pdn.png
The bar under the picture is 10 um long. Pins as bars on the die edge. Tap cells in gray.
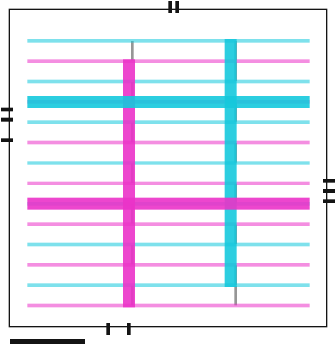
cell_classes.png
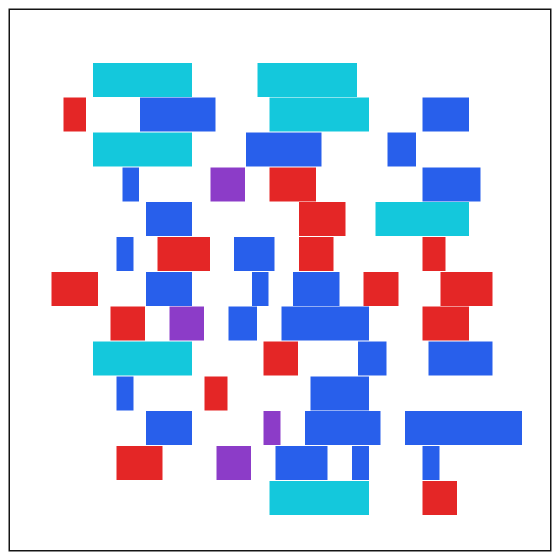
clock_map.png
The bar under the picture is 10 um long.
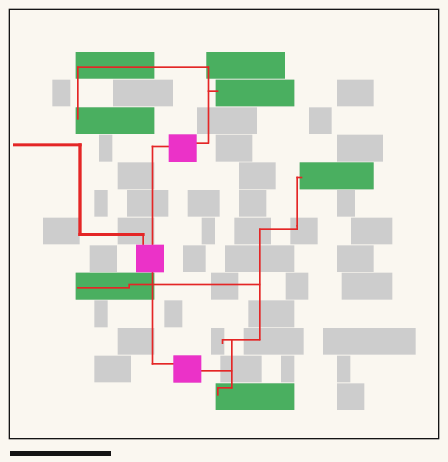
metal_stack.png
The bar under the picture is 10 um long. Two of the layers only.
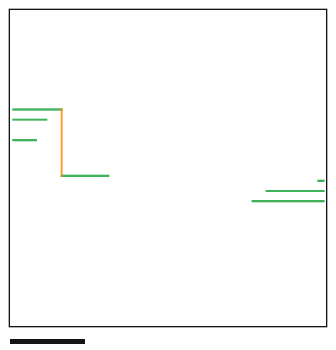
### src/rtl/seq_det_pkg.sv
// Shared constants, state type and sizing helper for the parametrised serial pattern detector.
package seq_det_pkg;

    localparam int unsigned PAT_W_MAX = 16;
    localparam int unsigned PAT_W_DEF = 3;
    localparam logic [PAT_W_MAX-1:0] PAT_RST_DEF = 16'h0003;
    localparam int unsigned CNT_W_DEF = 8;

    typedef enum logic {
        ST_FILL  = 1'b0,
        ST_ARMED = 1'b1
    } det_state_e;

    // Smallest r with 2**r >= v; sizes the fill counter so it can hold PAT_W-1.
    function automatic int unsigned clog2(input int unsigned v);
        int unsigned r;
        r = 0;
        while ((32'd1 << r) < v) begin
            r = r + 1;
        end
        return r;
    endfunction

endpackage

### src/rtl/seq_det_param_sat_cnt.sv
// Width-parameterised saturating up-counter with synchronous reset and clear.
module sat_cnt #(
    parameter int unsigned W = 8
) (
    input  logic         clk,
    input  logic         reset,
    input  logic         clr,
    input  logic         inc,
    output logic [W-1:0] cnt
);

    always_ff @(posedge clk) begin
        if (reset || clr) begin
            cnt <= '0;
        end else if (inc && (cnt != '1)) begin
            cnt <= cnt + W'(1);
        end
    end

endmodule

### src/rtl/seq_det_param.sv
// Parametrised Mealy serial-pattern detector with runtime pattern reload and clear.
// Define SEQ_DET_MATCH_CNT_EN to add the saturating match_cnt output.
module seq_det_param
    import seq_det_pkg::*;
#(
    parameter int unsigned          PAT_W   = PAT_W_DEF,
    parameter logic [PAT_W_MAX-1:0] PAT_RST = PAT_RST_DEF,
    parameter bit                   OVERLAP = 1'b1,
    parameter int unsigned          CNT_W   = CNT_W_DEF
) (
    input  logic             clk,
    input  logic             reset,
    input  logic             din_vld,
    input  logic             din,
    input  logic             clr,
    input  logic             pat_load,
    input  logic [PAT_W-1:0] pat_in,
`ifdef SEQ_DET_MATCH_CNT_EN
    output logic [CNT_W-1:0] match_cnt,
`endif
    output logic             dout
);

    localparam int unsigned HIST_W = PAT_W - 1;
    localparam int unsigned FILL_W = clog2(PAT_W);
    localparam logic [FILL_W-1:0] FILL_MAX = FILL_W'(PAT_W - 1);

    // Reject illegal configurations at elaboration.
    if ((PAT_W < 2) || (PAT_W > PAT_W_MAX)) begin : g_bad_pat_w
        $error("seq_det_param: PAT_W=%0d outside 2..%0d", PAT_W, PAT_W_MAX);
    end
    if ((PAT_RST >> PAT_W) != '0) begin : g_bad_pat_rst
        $error("seq_det_param: PAT_RST wider than PAT_W=%0d", PAT_W);
    end
    if ((CNT_W < 1) || (CNT_W > 32)) begin : g_bad_cnt_w
        $error("seq_det_param: CNT_W=%0d outside 1..32", CNT_W);
    end

    logic [PAT_W-1:0]  pat_r;
    logic [PAT_W-1:0]  pat_nxt;
    logic [HIST_W-1:0] hist;
    logic [HIST_W-1:0] hist_nxt;
    logic [FILL_W-1:0] fill;
    logic [FILL_W-1:0] fill_nxt;
    logic              match;
    det_state_e        state;

    // The fill count is the state register; ARMED once PAT_W-1 bits of history exist.
    assign state = (fill == FILL_MAX) ? ST_ARMED : ST_FILL;

    always_ff @(posedge clk) begin
        if (reset) begin
            pat_r <= PAT_W'(PAT_RST);
            hist  <= '0;
            fill  <= '0;
        end else begin
            pat_r <= pat_nxt;
            hist  <= hist_nxt;
            fill  <= fill_nxt;
        end
    end

    // Next-state and Mealy output; pat_load outranks clr, which outranks data.
    always_comb begin
        pat_nxt  = pat_r;
        hist_nxt = hist;
        fill_nxt = fill;
        match    = 1'b0;

        if (pat_load) begin
            pat_nxt  = pat_in;
            fill_nxt = '0;
        end else if (clr) begin
            fill_nxt = '0;
        end else if (din_vld) begin
            match = (state == ST_ARMED) && ({hist, din} == pat_r);
            if (match && !OVERLAP) begin
                fill_nxt = '0;
            end else begin
                hist_nxt = HIST_W'({hist, din});
                if (state == ST_FILL) begin
                    fill_nxt = fill + FILL_W'(1);
                end
            end
        end

        dout = match & ~reset;
    end

`ifdef SEQ_DET_MATCH_CNT_EN
    sat_cnt #(
        .W(CNT_W)
    ) u_match_cnt (
        .clk  (clk),
        .reset(reset),
        .clr  (clr),
        .inc  (dout),
        .cnt  (match_cnt)
    );
`endif

endmodule

### config.mk
export PLATFORM = sky130hd
export DESIGN_NAME = seq_det_param
export DESIGN_NICKNAME = d
export VERILOG_FILES = /design/src/rtl/seq_det_pkg.sv /design/src/rtl/seq_det_param_sat_cnt.sv /design/src/rtl/seq_det_param.sv
export SDC_FILE = /design/constraint.sdc
export NUM_CORES = 1
export LEC_CHECK = 0
export CELL_PAD_IN_SITES_DETAIL_PLACEMENT = 2
export CELL_PAD_IN_SITES_GLOBAL_PLACEMENT = 2
export CORE_MARGIN = 2
export CORE_UTILIZATION = 23
export CTS_CLUSTER_DIAMETER = 50
export CTS_CLUSTER_SIZE = 8
export DETAILED_ROUTE_END_ITERATION = 6
export GPL_ROUTABILITY_DRIVEN = 0
export HOLD_SLACK_MARGIN = 0.08
export PLACE_DENSITY = 0.71
export SLEW_MARGIN = 40
export SYNTH_ARGS = -nofsm -noshare
export SYNTH_HDL_FRONTEND = slang
export SYNTH_SLANG_ARGS = --single-unit
### constraint.sdc
create_clock -name clk -period 1.1 [get_ports clk]
set_input_delay 0.33 -clock clk [delete_from_list [all_inputs] [get_ports clk]]
set_output_delay 0.33 -clock clk [all_outputs]
set_load 0.01 [all_outputs]
==> results.txt <==
The layout was made with Yosys and OpenROAD.

At the pin with the least slew margin, the transition time is around 170 ps. The number of remaining DRC errors is 0. In this build the clock could be raised as far as approximately 650 MHz.

Looking at hold timing, the worst path starts from reset. Along the worst path, the maximum fanout reaches 2. The max-slew violation count is 0.

Across all register-to-register paths, the minimum setup slack is 80 ps. The cell depth of the worst hold path is 3. The overall routed net length is about 1000 um. Per the detail_route log, met2 wirelength is between 500 and 600 um. The post-CTS resize count is 21.

The maximum vdd ir drop is ~460 uV. The growth of design area from synthesis to finish is 67.2%. Counting flops per register, the top entry is pat_r.

The kind of start point of the critical path is an input port. Detailed placement reports a standard cell area of ~480 um2. The top cell type in the final layout, fill and taps aside, is sky130_fd_sc_hd__dfxtp_2. The count of state elements after synthesis is 7. met3 track demand over resource after global routing is 3.45%.

The top layer reached by signal wires is met4. Per report_power, the sequential group accounts for 44.3% of the total. The clock latency reported for the late side of the worst-skew pair is approximately 250 ps. The number of fill cells in the layout is 145. Ranked by instance count, the synthesized netlist is headed by 7 x sky130_fd_sc_hd__dfxtp_1, 5 x sky130_fd_sc_hd__nor2_1, 4 x sky130_fd_sc_hd__xnor2_1, 3 x sky130_fd_sc_hd__mux2i_1, 3 x sky130_fd_sc_hd__nor2b_1. The worst setup slack after placement is -1110 ps.

The global routing met2 resource utilization is a little under a quarter. The number of levels in the clock H-tree is 1. The layout summary lists the proportion of cells stronger than drive strength 1 as 60.0%. The number of tapcells is 15. In the routed layout, each cell is associated on average with a via count of roughly 4.7.

After the last flow step, the layout net total stands at 61. The root buffer cell is sky130_fd_sc_hd__clkbuf_4. The top cell types in the final layout, fill and taps aside, are 6 x sky130_fd_sc_hd__dfxtp_2, 5 x sky130_fd_sc_hd__nor2_1, 5 x sky130_fd_sc_hd__buf_4.

The clock tree buffer count of the final layout is 4. The power report shows net switching accounting for around 24% of the total. The multiplexer area fraction after synthesis is between 8 and 9%. The global route stage reports its total congestion overflow as 0. The global router's overall resource usage is 13.8%.

The run finished, with violations left. In the post-synthesis netlist, the cell with the most instances is sky130_fd_sc_hd__dfxtp_1. The clock network takes up ~4.7% of total cell area after layout. The slowest cell on the critical path is sky130_fd_sc_hd__clkdlybuf4s15_2. The kind of end point of the critical path is an output pin. Hold-check failures listed in the final report amount to 0. The max-slew headroom at the worst pin is approximately nine tenths. The area of the mapped netlist is approximately 340 um2. The initial antenna violation count came to 0. The final sequential cell count is 7. The part of the cycle the worst path needs is 140%.

Looking at the setup timing report, the critical path kind is input port to output pin. The final antenna diode count is 0. The number of warning messages in the logs is 29.

The internal portion of total power is around 0.47 mW. The biggest area contributor in the post-synthesis netlist is sky130_fd_sc_hd__dfxtp_1. The endpoint identified for the worst register-to-register timing path is fill[0].

The sequential cell area share is between 20% and 30%. The largest registers in the layout are pat_r: 3 flops, fill: 2 flops, hist: 2 flops. Per the post-synthesis report, the number of cells in the design is 31. Per the final report, the share of cell area in non-clock buffers is 22.3%. The count of buffering cells on the critical path with inverters included is 2. Overall power consumption after layout is estimated at 0.625 mW. For the completed layout, the total cell area is recorded as 561 um2. In this run the full chip footprint comes out at roughly 1800 um2. The final reports fail on setup timing.

The post-synth net total is 41. The total setup buffers inserted after CTS is 1. The number of warning messages in the yosys log is 0. The number of nets with antenna violations after detailed routing is 0. The startpoint of the most critical setup path is clr. The plain and repair buffers instantiated in the layout total 15.

The XOR/XNOR share of the synthesized area is a little over a tenth. Before placement the cells fill roughly a quarter of the core. Setup repair after global routing could not meet its margin everywhere. The wire length per cell is roughly 16 um. For this run, the share of the core covered by cells in the final layout is a little over two fifths. The minimum setup slack in the final design is -442 ps. The detailed router placed slightly above 300 vias in this run. The cell-mix breakdown from Yosys lists the compound-gate area share as 9.70%. The number of standard cells in the layout, taps in and fillers out is about 65. The combinational logic power is 0.111 mW. Per the OpenROAD power report, switching power amounts to 0.151 mW. The violation tally recorded at the end of detailed-routing iteration 0 is 1.

The count of multi-input combinational gates is 23. Summing all multi-input logic gate instances after layout gives around 240 um2. The end-of-flow timing check tallies setup violations at 1. Per the CTS log, the buffer count on the longest clock path is 2. The register with the most flip-flops in the layout has 3 of them.
About pdn.png:
VSS: drawn in magenta. VDD: drawn in cyan.
2 straps on met5. 10 signal pins sit on the boundary. 15 tap cells. 14 met1 rails follow the rows.

About cell_classes.png:
flip-flops: drawn in cyan, cells 7, share of their area 27%. clock drivers and dummy loads: drawn in purple, cells 4, share of their area 4.9%. all other logic: drawn in blue, cells 24, share of their area 45%. other buffers and delay cells: drawn in red, cells 15, share of their area 23%.

About clock_map.png:
cells driving clock nets: drawn in magenta, count 3. flip-flops: drawn in green, count 7. clock wires: drawn in red, length 131 um.
There are 4 routed clock nets.

About metal_stack.png:
met3: drawn in green, wire length 37.7 um. met4: drawn in orange, wire length 8.80 um.

Power and IR drop assume default switching activity.
